`config.mk`:
```
export PLATFORM = sky130hd
export DESIGN_NAME = square_pixel_painter
export DESIGN_NICKNAME = d
export VERILOG_FILES = /design/src/rtl/draw_pkg.sv /design/src/rtl/square_offset_counter.sv /design/src/rtl/square_pixel_painter.sv
export SDC_FILE = /design/constraint.sdc
export NUM_CORES = 1
export LEC_CHECK = 0
export ABC_AREA = 1
export CORE_UTILIZATION = 40
export CTS_BUF_LIST = sky130_fd_sc_hd__clkbuf_4 sky130_fd_sc_hd__clkbuf_8 sky130_fd_sc_hd__clkbuf_16
export CTS_CLUSTER_DIAMETER = 50
export DETAILED_ROUTE_END_ITERATION = 12
export GPL_ROUTABILITY_DRIVEN = 0
export PLACE_DENSITY = 0.68
export SETUP_SLACK_MARGIN = 0.5
export SLEW_MARGIN = 15
export SYNTH_ARGS = -nofsm -noshare
export SYNTH_HDL_FRONTEND = slang
export SYNTH_SLANG_ARGS = --single-unit
```
`constraint.sdc`:
```
create_clock -name clk -period 6.2 [get_ports clk]
set_clock_uncertainty 0.2 [all_clocks]
set_input_delay 1.24 -clock clk [delete_from_list [all_inputs] [get_ports clk]]
set_output_delay 1.24 -clock clk [all_outputs]
set_load 0.005 [all_outputs]
```
`src/rtl/draw_pkg.sv`:
```
// Shared drawing definitions: palette, default screen geometry and painter state encoding.
// Used by the square painter and its offset counter.
package draw_pkg;

   localparam logic [2:0] BLACK  = 3'b000;
   localparam logic [2:0] RED    = 3'b100;
   localparam logic [2:0] YELLOW = 3'b110;
   localparam logic [2:0] GREEN  = 3'b010;
   localparam logic [2:0] BLUE   = 3'b001;

   localparam int DEF_SCREEN_W = 160;
   localparam int DEF_SCREEN_H = 120;

   typedef enum logic [1:0] {
      ST_IDLE = 2'd0,
      ST_DRAW = 2'd1,
      ST_FIN  = 2'd2
   } painter_state_t;

endpackage

```
`src/rtl/square_offset_counter.sv`:
```
// Row-major dx/dy walker over a SIDE x SIDE square. Presents the offsets of the
// pixel that follows the current one, plus a flag when the current one is the last.
module square_offset_counter
   import draw_pkg::*;
#(
   parameter int SIDE = 4
) (
   input  logic                      clk,
   input  logic                      resetn,
   input  logic                      clear,
   input  logic                      enable,
   output logic [$clog2(SIDE)-1:0]   nxt_dx,
   output logic [$clog2(SIDE)-1:0]   nxt_dy,
   output logic                      last
);

   localparam int OW = $clog2(SIDE);
   localparam int CW = 2 * OW;

   logic [CW-1:0] cnt;
   logic [CW-1:0] cnt_nxt;

   // SIDE is a power of two, so dx is simply the low half of the linear index.
   assign cnt_nxt = cnt + CW'(1);
   assign nxt_dx  = cnt_nxt[OW-1:0];
   assign nxt_dy  = cnt_nxt[CW-1:OW];
   assign last    = &cnt;

   always_ff @(posedge clk or negedge resetn) begin
      if (!resetn) begin
         cnt <= '0;
      end else if (clear) begin
         cnt <= '0;
      end else if (enable) begin
         cnt <= cnt_nxt;
      end
   end

endmodule

```
`src/rtl/square_pixel_painter.sv`:
```
// Rasterises one square request into SIDE*SIDE clipped single-pixel VGA writes,
// one per clock, with a registered valid/ready request port and a done pulse.
module square_pixel_painter
   import draw_pkg::*;
#(
   parameter int SIDE     = 4,
   parameter int X_W      = 8,
   parameter int Y_W      = 7,
   parameter int COL_W    = 3,
   parameter int SCREEN_W = DEF_SCREEN_W,
   parameter int SCREEN_H = DEF_SCREEN_H
) (
   input  logic             clk,
   input  logic             resetn,
   input  logic             abort,
   input  logic             req_valid,
   output logic             req_ready,
   input  logic [X_W-1:0]   req_x,
   input  logic [Y_W-1:0]   req_y,
   input  logic [COL_W-1:0] req_colour,
   output logic [X_W-1:0]   vga_x,
   output logic [Y_W-1:0]   vga_y,
   output logic [COL_W-1:0] vga_colour,
   output logic             vga_plot,
   output logic             busy,
   output logic             done
);

   localparam int OW = $clog2(SIDE);
   localparam logic [X_W:0] SCR_W_L = (X_W+1)'(SCREEN_W);
   localparam logic [Y_W:0] SCR_H_L = (Y_W+1)'(SCREEN_H);

   function automatic logic on_screen(input logic [X_W:0] px, input logic [Y_W:0] py);
      return (px < SCR_W_L) && (py < SCR_H_L);
   endfunction

   painter_state_t state;

   logic [X_W-1:0]   x0_p0;
   logic [Y_W-1:0]   y0_p0;
   logic [COL_W-1:0] colour_p0;

   logic [X_W-1:0]   vga_x_p1;
   logic [Y_W-1:0]   vga_y_p1;
   logic [COL_W-1:0] vga_colour_p1;
   logic             vld_p1;
   logic             ready_q;
   logic             busy_q;
   logic             done_q;

   logic [OW-1:0]    nxt_dx;
   logic [OW-1:0]    nxt_dy;
   logic             last;
   logic             hs;
   logic             cnt_en;

   logic [X_W-1:0]   base_x;
   logic [Y_W-1:0]   base_y;
   logic [COL_W-1:0] base_colour;
   logic [OW-1:0]    off_x;
   logic [OW-1:0]    off_y;
   logic [X_W:0]     sx;
   logic [Y_W:0]     sy;

   assign hs     = (state == ST_IDLE) && req_valid && ready_q;
   assign cnt_en = (state == ST_DRAW) && !abort && !last;

   square_offset_counter #(
      .SIDE (SIDE)
   ) u_offset (
      .clk    (clk),
      .resetn (resetn),
      .clear  (hs),
      .enable (cnt_en),
      .nxt_dx (nxt_dx),
      .nxt_dy (nxt_dy),
      .last   (last)
   );

   // Pixel 0 is built straight from the request so it appears one cycle after the handshake.
   always_comb begin
      base_x      = x0_p0;
      base_y      = y0_p0;
      base_colour = colour_p0;
      off_x       = nxt_dx;
      off_y       = nxt_dy;
      if (hs) begin
         base_x      = req_x;
         base_y      = req_y;
         base_colour = req_colour;
         off_x       = '0;
         off_y       = '0;
      end
   end

   // Widened sums so a square hanging off the right/bottom edge clips instead of wrapping.
   assign sx = {1'b0, base_x} + {{(X_W+1-OW){1'b0}}, off_x};
   assign sy = {1'b0, base_y} + {{(Y_W+1-OW){1'b0}}, off_y};

   // ---- p0: request latch ----
   always_ff @(posedge clk) begin
      if (hs) begin
         x0_p0     <= req_x;
         y0_p0     <= req_y;
         colour_p0 <= req_colour;
      end
   end

   // ---- p1: FSM and registered pixel outputs ----
   always_ff @(posedge clk or negedge resetn) begin
      if (!resetn) begin
         state         <= ST_IDLE;
         vga_x_p1      <= '0;
         vga_y_p1      <= '0;
         vga_colour_p1 <= '0;
         vld_p1        <= 1'b0;
         ready_q       <= 1'b0;
         busy_q        <= 1'b0;
         done_q        <= 1'b0;
      end else begin
         case (state)
            ST_IDLE: begin
               vld_p1 <= 1'b0;
               done_q <= 1'b0;
               if (hs) begin
                  state         <= ST_DRAW;
                  vga_x_p1      <= sx[X_W-1:0];
                  vga_y_p1      <= sy[Y_W-1:0];
                  vga_colour_p1 <= base_colour;
                  vld_p1        <= on_screen(sx, sy);
                  ready_q       <= 1'b0;
                  busy_q        <= 1'b1;
               end else begin
                  ready_q <= 1'b1;
               end
            end
            ST_DRAW: begin
               if (abort) begin
                  state   <= ST_IDLE;
                  vld_p1  <= 1'b0;
                  ready_q <= 1'b1;
                  busy_q  <= 1'b0;
               end else if (last) begin
                  state  <= ST_FIN;
                  vld_p1 <= 1'b0;
                  done_q <= 1'b1;
                  busy_q <= 1'b0;
               end else begin
                  vga_x_p1      <= sx[X_W-1:0];
                  vga_y_p1      <= sy[Y_W-1:0];
                  vga_colour_p1 <= base_colour;
                  vld_p1        <= on_screen(sx, sy);
               end
            end
            ST_FIN: begin
               state   <= ST_IDLE;
               vld_p1  <= 1'b0;
               done_q  <= 1'b0;
               ready_q <= 1'b1;
            end
            default: begin
               state   <= ST_IDLE;
               vld_p1  <= 1'b0;
               done_q  <= 1'b0;
               busy_q  <= 1'b0;
               ready_q <= 1'b1;
            end
         endcase
      end
   end

   assign vga_x      = vga_x_p1;
   assign vga_y      = vga_y_p1;
   assign vga_colour = vga_colour_p1;
   assign vga_plot   = vld_p1;
   assign req_ready  = ready_q;
   assign busy       = busy_q;
   assign done       = done_q;

endmodule

```
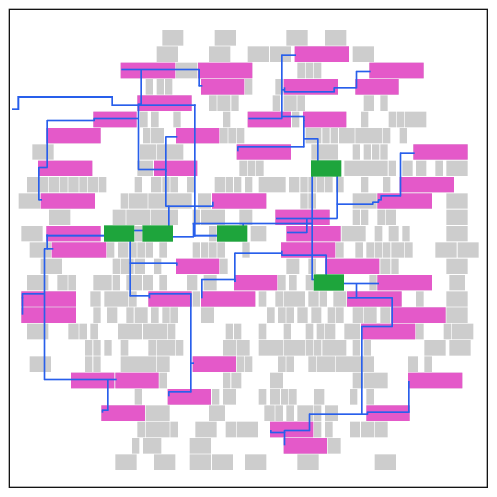
Run 1: routed clock nets over the placement
Scale: 6 px per um.
flip-flops: in magenta, count 46. clock drivers: in green, count 5. clock wires: in blue, length 554 um.
There are 6 routed clock nets.

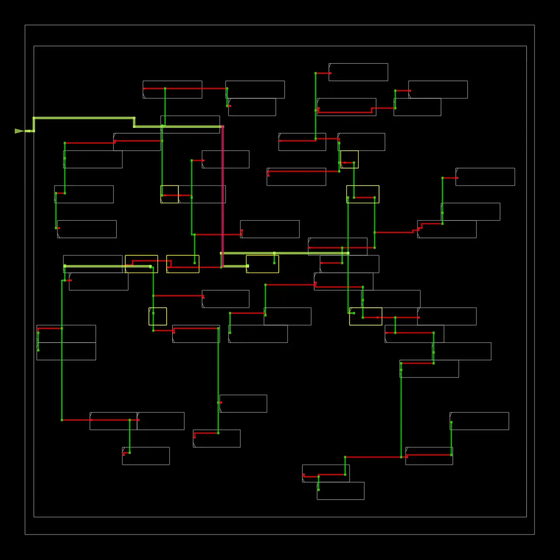
Run 1: clock routing
Clock Latency Late Sink: 290 ps
Clk. pwr: 0.187 mW
total CTS buffers: 5
clock sink count: 46
clkbuf count: 8

==> run notes, run 1 <==
fresh numbers from the pnr run: Final period util 63.3%, Post-Syn Nets 329, Worst Tran Pin Value 563 ps, initial antenna violation count 0, DR WL met2 2400 um, Final ANT Viol Nets 0, largest net degree at the start of global routing 34, area of the multi-input gates 1130 um2, mean area per synthesized cell 8.00 um2, RR Startpoint state[0]$_DFFE_PN0P_, Worst setup EP type flop, largest fanout on the critical path 33, GR Util All Layers 17.1%, DR WL met3 249 um, status complete, no violations, Die X-Extent 79.4 um, total power 1.44 mW, register share after synthesis 44.2%, Setup CP Type input port to flop, worst path required time 6180 ps, multi-input combinational area share 38.0%, highest metal used met4, DRC Markers 0, post-route cell area 2960 um2, cells on worst reg2reg path 13, # IOs 44, Chip Area, Yosys 2400 um2, final setup margin 2280 ps, sequential cell area share 35.8%, maximum VDD drop 0.344 mV, Synth cell types 30, Leak Pwr 1.44 nW, drt first pass iters 4, IO buf count 43, Total Neg Setup Slack 0 ps, Fillers 549, Top-area cell share 29.2%, HPWL Detailed 3550 um, final hold vios 0, Primary FF master, synth dfrtp_1, fraction of layout cells with a size suffix above 1 14.8%, Synth top cell by count nand2_1, met2 GRT Util 28.3%, Multi-In Gates 207, grt ovf 0, Final clock-cell share 3.09%, Post-synth area hogs dfrtp_1 (29%), dfxtp_1 (15%), nand2_1 (15%), inv_1 (5.5%), o21ai_0 (3.5%), pwr/cell area 486 nW/um2, Fmax achieved 0.255 GHz
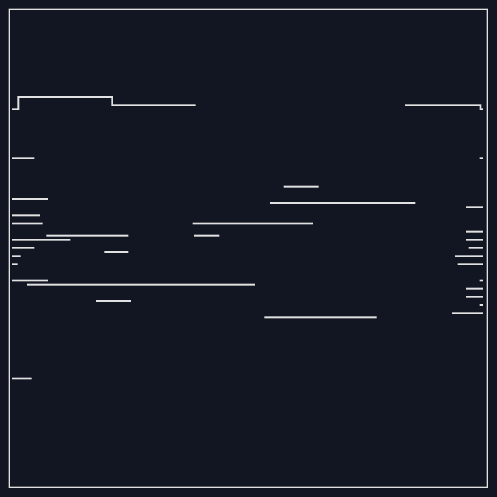
Run 1: signal wires on met3
Scale: 6 px per um.
The longest straight run is 37.7 um. 32 nets have wire on it. The wires run mostly horizontal. The layer holds 5.1% of the routed length. The layer carries 249 um of wire.

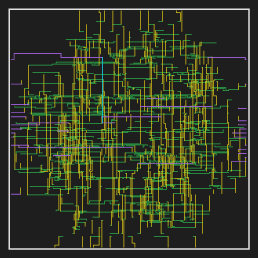
Run 1: routed metal, one colour a layer
Scale: 3 px per um.
metal 2: in yellow, wire length 2,400 um. metal 1: in green, wire length 2,220 um. metal 4: in cyan, wire length 21.8 um. metal 3: in purple, wire length 249 um.

[run 1: state kept, by name, indices dropped and copies added (netlist names)]
register / count
u_offset.cnt: 4
vga_plot: 1
vga_y: 7
vga_x: 8
x0_p0: 8
req_ready: 1
vga_colour: 3
busy: 1
done: 1
colour_p0: 3
y0_p0: 7
state: 2
[run 1: power breakdown]
part | total [mW] | switching, mW | internal [mW]
clock network | 0.187 | 0.0932 | 0.0934
registers | 0.499 | 0.0636 | 0.436
logic | 0.754 | 0.441 | 0.313
total | 1.44 | 0.597 | 0.842
[run 1: cells in the final DEF, fill, tap and decap left out, types with 3 or more instances in the layout]
cell / Yosys / routed
nand2_1: 96 / 96
clkdlybuf4s50_1: 0 / 43
inv_1: 35 / 35
dfrtp_1: 28 / 28
nor2_1: 21 / 21
dfxtp_1: 18 / 18
o21ai_0: 17 / 17
nand3_1: 14 / 14
nand2_2: 13 / 13
nor2_4: 6 / 6
nand2_4: 6 / 6
nor2_2: 5 / 5
ha_1: 5 / 5
clkbuf_8: 0 / 5
inv_2: 4 / 4
a31oi_1: 4 / 4
o21ai_1: 3 / 3
clkbuf_4: 0 / 3
[run 1: kinds of logic (layout without fill, tap and decap cells)]
kind of cell / Yosys count / after routing / share of synthesized area [%]
AOI/OAI and AO/OA: 31 / 31 / 7.93
and+or+nand+nor: 167 / 167 / 34.0
buffers and inverters: 47 / 92 / 8.82
xor gates and xnor gates: 2 / 2 / 0.730
DFF: 46 / 46 / 44.2
adders and majority gates: 7 / 7 / 4.28
[run 1: critical path, stage by stage]
cell and delay, ps:
clkdlybuf4s50_1 450, nand2_1 90, inv_2 170, nand2_4 280
o21ai_0 420, inv_1 110, fa_1 450, inv_1 140
nand3_1 90, nand2_1 70, nand2_1 60, nor2_1 120
nand3_2 100, nand2_2 60, nor2_2 30
==> run 2, diff against run 1 <==
PLACE_DENSITY = 0.7   (was 0.68)
clock period = 3.4 ns   (was 6.2 ns; I/O delays follow)
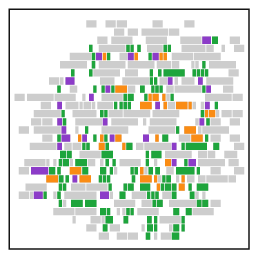
Run 2: gate-type map
Scale: 3 px per um.
NAND gates: in green, cells 136. inverting AOI/OAI gates: in purple, cells 29. NOR gates: in orange, cells 32.
most common logic cell in the routed design: nand2_1
Finished Layout Cells: 431
multi-input combinational area share: 38.0%

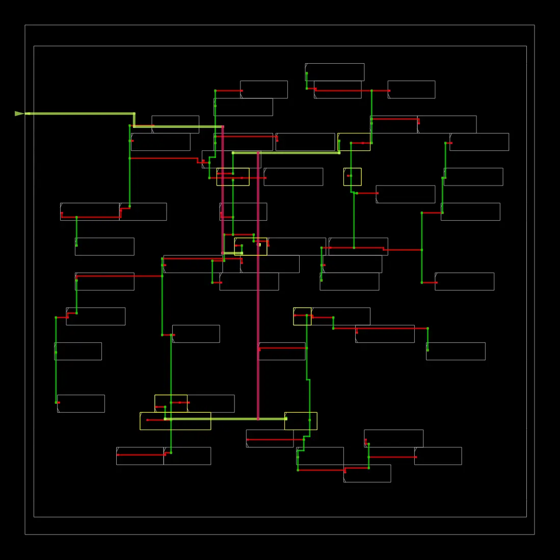
Run 2: clock routing
Clk. pwr: 0.415 mW
sequential cell count: 46

==> run 2 against run 1 <==
Net effect:
- critical path depth unchanged
- worst hold slack improved by 0.54 ps
- register-to-register slack got worse by 2500 ps
- core utilization increased by 4.1 points
- sequential share of layout area decreased by 2.6 points
- final cell count increased by 3.4%
- clock-buffer cell count decreased by 2
- largest cell class unchanged
- largest power group unchanged
- highest routed layer unchanged
==> run notes, run 2 <==
fresh numbers from the pnr run: HPWL Detailed 3800 um, Largest logic family simple AND/OR/NAND/NOR gates, Final ANT Viol Nets 0, Worst setup EP type flop, clock sink count 46, maximum VDD drop 0.375 mV, Post-Syn Nets 329, AO/OA Area Share 7.93%, AND/OR/NAND/NOR Cells, Area Fraction 34.0%, Seq power 0.924 mW, final setup margin 774 ps, post-route cell area 3190 um2, Total Neg Setup Slack 0 ps, mean area per synthesized cell 8.00 um2, register share after synthesis 44.2%, sw frac 41.1%, IO buf count 43, Fmax achieved 0.381 GHz, CP Cell Sequence nor2_4 > nand2_8 > buf_4 > nand2_1 > o21ai_2 > buf_4 > ha_1 > a21o_1 > nand2_2 > nor2_4 > nand2_1 > nand2_1 > nand2_1 > a21oi_2 > nor2_2, Internal Power 1.70 mW, Primary FF master, synth dfrtp_1, Die X-Extent 79.4 um, largest net degree at the start of global routing 32, XOR/XNOR Area Share 0.730%, Synth top cell by count nand2_1, Leak Pwr 1.53 nW, Fillers 505, Crit-path slowest cell dfrtp_1, MUX share of area 0%, Clock Latency Late Sink 300 ps, FA/HA/MAJ Cells, Area Fraction 4.28%, Switch Pwr 1.19 mW, Post-synth area hogs dfrtp_1 (29%), dfxtp_1 (15%), nand2_1 (15%), inv_1 (5.5%), o21ai_0 (3.5%), Top cells excl fill/tap nand2_1 (90), clkdlybuf4s50_1 (42), inv_1 (32), dfrtp_1 (28), nand2_2 (19), fraction of layout cells with a size suffix above 1 23.4%, status complete, no violations, drt first pass iters 4, grt ovf 0
==> run 2: cell counts after synthesis <==
Identical to the previous run, type by type.
==> run 2: cell type report <==
| cell class | instances | area, um2 | share of cell area [%] |
|---|---|---|---|
| Clock inverter | 2 | 37.5 | 1.18 |
| Multi-Input combinational cell | 208 | 1210 | 38.0 |
| Tap cell | 72 | 90.1 | 2.82 |
| Inverter | 39 | 151 | 4.75 |
| Clock buffer | 6 | 76.3 | 2.39 |
| Timing Repair Buffer | 58 | 562 | 17.6 |
| Sequential cell | 46 | 1060 | 33.3 |
==> run 2: path summary, 6_finish.rpt <==
check | start | to | slack (ps) | cells after the start
worst max register to register | state[0]$_DFFE_PN0P_ | vga_plot$_DFF_PN0_ | 770 | 15
max in group asynchronous | resetn | vga_x[5]$_DFFE_PN0P_ | 2170 | 2
worst min register to register | colour_p0[0]$_DFF_P_ | colour_p0[0]$_DFF_P_ | 260 | 2
worst min-delay path | colour_p0[0]$_DFF_P_ | colour_p0[0]$_DFF_P_ | 260 | 2
min in group asynchronous | resetn | req_ready$_DFFE_PN0N_ | 560 | 2
worst max-delay path | state[0]$_DFFE_PN0P_ | vga_plot$_DFF_PN0_ | 770 | 15
==> run 2: metal layers <==
| metal | track usage (%) | part of all wire, % |
|---|---|---|
| met4 | 4.55 | 1.8 |
| met5 | 0 | 0 |
| met3 | 4.34 | 4.8 |
| met1 | 21.8 | 45 |
| met2 | 29.7 | 49 |
==> run 2: logic make-up (layout without fill, tap and decap cells) <==
| family | count (synthesis) | count (layout) |
|---|---|---|
| fa+ha+maj | 7 | 7 |
| flops | 46 | 46 |
| xor+xnor | 2 | 2 |
| compound gates | 31 | 31 |
| buf+inv | 47 | 105 |
| simple gates | 167 | 168 |
Power figures rest on the tool's default switching activity, not on a simulated workload.
